File: config.mk
export PLATFORM = sky130hd
export DESIGN_NAME = seven_segment_scan_driver
export DESIGN_NICKNAME = d
export VERILOG_FILES = /design/src/rtl/seg7_pkg.sv /design/src/rtl/hex_to_seg7.sv /design/src/rtl/seven_segment_scan_driver.sv
export SDC_FILE = /design/constraint.sdc
export NUM_CORES = 1
export LEC_CHECK = 0
export ABC_AREA = 1
export CAP_MARGIN = 20
export CORE_MARGIN = 5
export CORE_UTILIZATION = 50
export CTS_CLUSTER_SIZE = 20
export DETAILED_ROUTE_END_ITERATION = 8
export GPL_TIMING_DRIVEN = 0
export HOLD_SLACK_MARGIN = 0.06
export PLACE_DENSITY = 0.75
export SYNTH_ARGS = -nofsm -noshare
export SYNTH_HDL_FRONTEND = slang
export SYNTH_SLANG_ARGS = --single-unit
File: constraint.sdc
create_clock -name clk -period 1.9 [get_ports clk]
set_clock_uncertainty 0.05 [all_clocks]
set_input_delay 0.475 -clock clk [delete_from_list [all_inputs] [get_ports clk]]
set_output_delay 0.475 -clock clk [all_outputs]
set_load 0.005 [all_outputs]
File: src/rtl/seg7_pkg.sv
// Shared constants for the seven-segment scan driver: glyph table, dark levels,
// default refresh prescaler width and the frame record held in pending/active.
package seg7_pkg;

  localparam int DEFAULT_DIV_WIDTH = 17;

  localparam logic [6:0] SEG_DARK  = 7'b1111111;
  localparam logic [3:0] CTRL_DARK = 4'b1111;

  // Active-low glyphs, bit order g..a; entry 0 is the rightmost element.
  localparam logic [15:0][6:0] GLYPH_TABLE = {
    7'b0001110,  // F
    7'b0000110,  // E
    7'b0100001,  // d
    7'b1000110,  // C
    7'b0000011,  // b
    7'b0001000,  // A
    7'b0010000,  // 9
    7'b0000000,  // 8
    7'b1111000,  // 7
    7'b0000010,  // 6
    7'b0010010,  // 5
    7'b0011001,  // 4
    7'b0110000,  // 3
    7'b0100100,  // 2
    7'b1111001,  // 1
    7'b1000000   // 0
  };

  typedef struct packed {
    logic [15:0] value;
    logic [3:0]  dp;
    logic [3:0]  blank;
  } frame_t;

  localparam frame_t FRAME_RESET = '{value: 16'h0000, dp: 4'h0, blank: 4'hF};

endpackage

File: src/rtl/hex_to_seg7.sv
// Combinational hex nibble to active-low seven-segment glyph lookup.
module hex_to_seg7
  import seg7_pkg::*;
(
  input  logic [3:0] digit_i,
  output logic [6:0] seg_n_o
);

  assign seg_n_o = GLYPH_TABLE[digit_i];

endmodule

File: src/rtl/seven_segment_scan_driver.sv
// Four-digit multiplexed seven-segment driver with double-buffered display data;
// new data only reaches the display at frame boundaries so a frame never tears.
module seven_segment_scan_driver
  import seg7_pkg::*;
#(
  parameter int DIV_WIDTH = DEFAULT_DIV_WIDTH
) (
  input  logic        clk,
  input  logic        rst_n,
  input  logic [15:0] value,
  input  logic [3:0]  dp_in,
  input  logic [3:0]  blank,
  input  logic        load,
  output logic [6:0]  Port,
  output logic        Dp,
  output logic [3:0]  control,
  output logic        frame_done
);

  logic [DIV_WIDTH-1:0] presc_q, presc_d;
  logic [1:0]           digit_q, digit_d;
  frame_t               pend_q, pend_d;
  frame_t               act_q, act_d;
  logic                 pend_valid_q, pend_valid_d;
  logic [6:0]           seg_q, seg_d;
  logic                 dp_q, dp_d;
  logic [3:0]           ctrl_q, ctrl_d;

  logic                 wrap;
  logic                 boundary;
  logic [3:0]           act_digits [4];
  logic [3:0]           cur_digit;
  logic [6:0]           cur_glyph;

  assign wrap       = &presc_q;
  assign boundary   = wrap && (digit_q == 2'd3);
  assign frame_done = boundary;

  generate
    for (genvar gi = 0; gi < 4; gi++) begin : g_digit
      assign act_digits[gi] = act_q.value[4*gi +: 4];
    end
  endgenerate

  assign cur_digit = act_digits[digit_q];

  hex_to_seg7 u_glyph (
    .digit_i (cur_digit),
    .seg_n_o (cur_glyph)
  );

  always_comb begin
    presc_d      = presc_q + DIV_WIDTH'(1);
    digit_d      = wrap ? digit_q + 2'd1 : digit_q;
    pend_d       = pend_q;
    pend_valid_d = pend_valid_q;
    act_d        = act_q;
    seg_d        = SEG_DARK;
    ctrl_d       = CTRL_DARK;
    dp_d         = 1'b1;

    // Transfer sees the old pending contents; a coincident load refills pending.
    if (boundary && pend_valid_q) begin
      act_d        = pend_q;
      pend_valid_d = 1'b0;
    end
    if (load) begin
      pend_d.value = value;
      pend_d.dp    = dp_in;
      pend_d.blank = blank;
      pend_valid_d = 1'b1;
    end

    if (!act_q.blank[digit_q]) begin
      seg_d  = cur_glyph;
      ctrl_d = ~(4'b0001 << digit_q);
      dp_d   = ~act_q.dp[digit_q];
    end
  end

  always_ff @(posedge clk or negedge rst_n) begin
    if (!rst_n) begin
      presc_q      <= '0;
      digit_q      <= 2'd0;
      pend_q       <= FRAME_RESET;
      pend_valid_q <= 1'b0;
      act_q        <= FRAME_RESET;
      seg_q        <= SEG_DARK;
      ctrl_q       <= CTRL_DARK;
      dp_q         <= 1'b1;
    end else begin
      presc_q      <= presc_d;
      digit_q      <= digit_d;
      pend_q       <= pend_d;
      pend_valid_q <= pend_valid_d;
      act_q        <= act_d;
      seg_q        <= seg_d;
      ctrl_q       <= ctrl_d;
      dp_q         <= dp_d;
    end
  end

  assign Port    = seg_q;
  assign Dp      = dp_q;
  assign control = ctrl_q;

endmodule
congestion.png
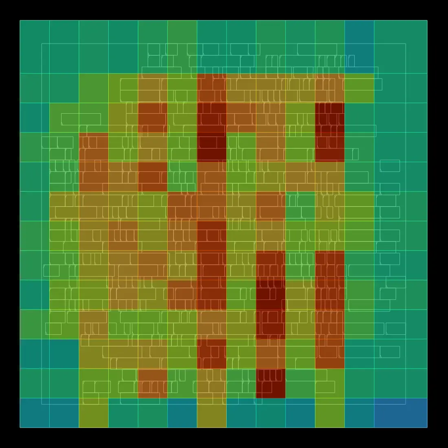
routing usage on met2: 32.0%
GRT busiest layer: met2
met1 GRT Util: 23.2%
routed length per placed instance: 13.6 um

wires.png
Bar = 20 um. Only two layers are drawn.
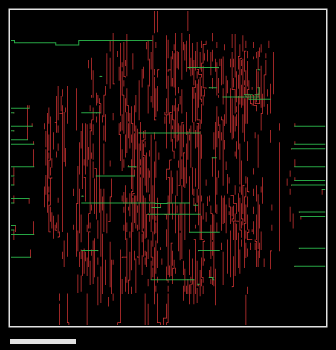
[red] metal 2 | wire length: 3870 um
[green] metal 3 | wire length: 347 um

==> impl_metrics.tcl <==
# metrics dict for downstream scripts
set metrics [dict create \
    grt_pass1_vias 2823 \
    cts_resized 63 \
    chipHeight_um 95.2 \
    io_pins 40 \
    failed_checks "setup timing" \
    finalSetupViolCount 25 \
    wl_mm 7.66 \
    grt_overflow 0 \
    cp-end-kind "primary output" \
    std_cell_rows 31 \
    critical_path_class "flop to primary output" \
    netlist_area_mm2 0.00363 \
    post-place-ws_ns -0.706 \
    pg_seq_mw 1.77 \
    maxCapViolCount 0 \
    final-nonclk-buf-share_pct 15.5 \
    via_count 2779 \
    fillers 545 \
    fin_ws_ns -0.429 \
    outcome "finished, violations left" \
    synth.top_cells.by_count "104 x nand2_1, 60 x dfrtp_1, 46 x o21ai_0" \
    yosys.area_share.simple_pct 21.8 \
    layout_top_cell "nand2_1" \
    drt_iter0_drc 142 \
    warning_count 37 \
    wl_met2_mm 3.87 \
    seq_share_pct 42.9 \
    ys.flop_type "dfrtp_1" \
    reg2reg_to "act_q[7]$_DFFE_PN0P_" \
    mux_area_share_pct 0.620 \
    hold_buffers 1 \
    clkSinkCount 80 \
    worst_hold_slack_ns 0.429 \
    avgViaCountPerCell 4.94 \
    p_comb_mw 0.173 \
    postSynthNetCount 426 \
    firstDrtPassIters 4 \
    synthTopLogicFamily "simple AND/OR/NAND/NOR gates" \
    rsz0062_at_grt "true" \
    irDropWorstVdd_mv 0.442 \
    maxSlewHeadroom_pct 65.1 \
    ys_types 33 \
    grt_usage_pct 18.7 \
    top_power_group "sequential cells" \
    antenna_found_initial 0 \
    nNonClkInverters 48 \
]
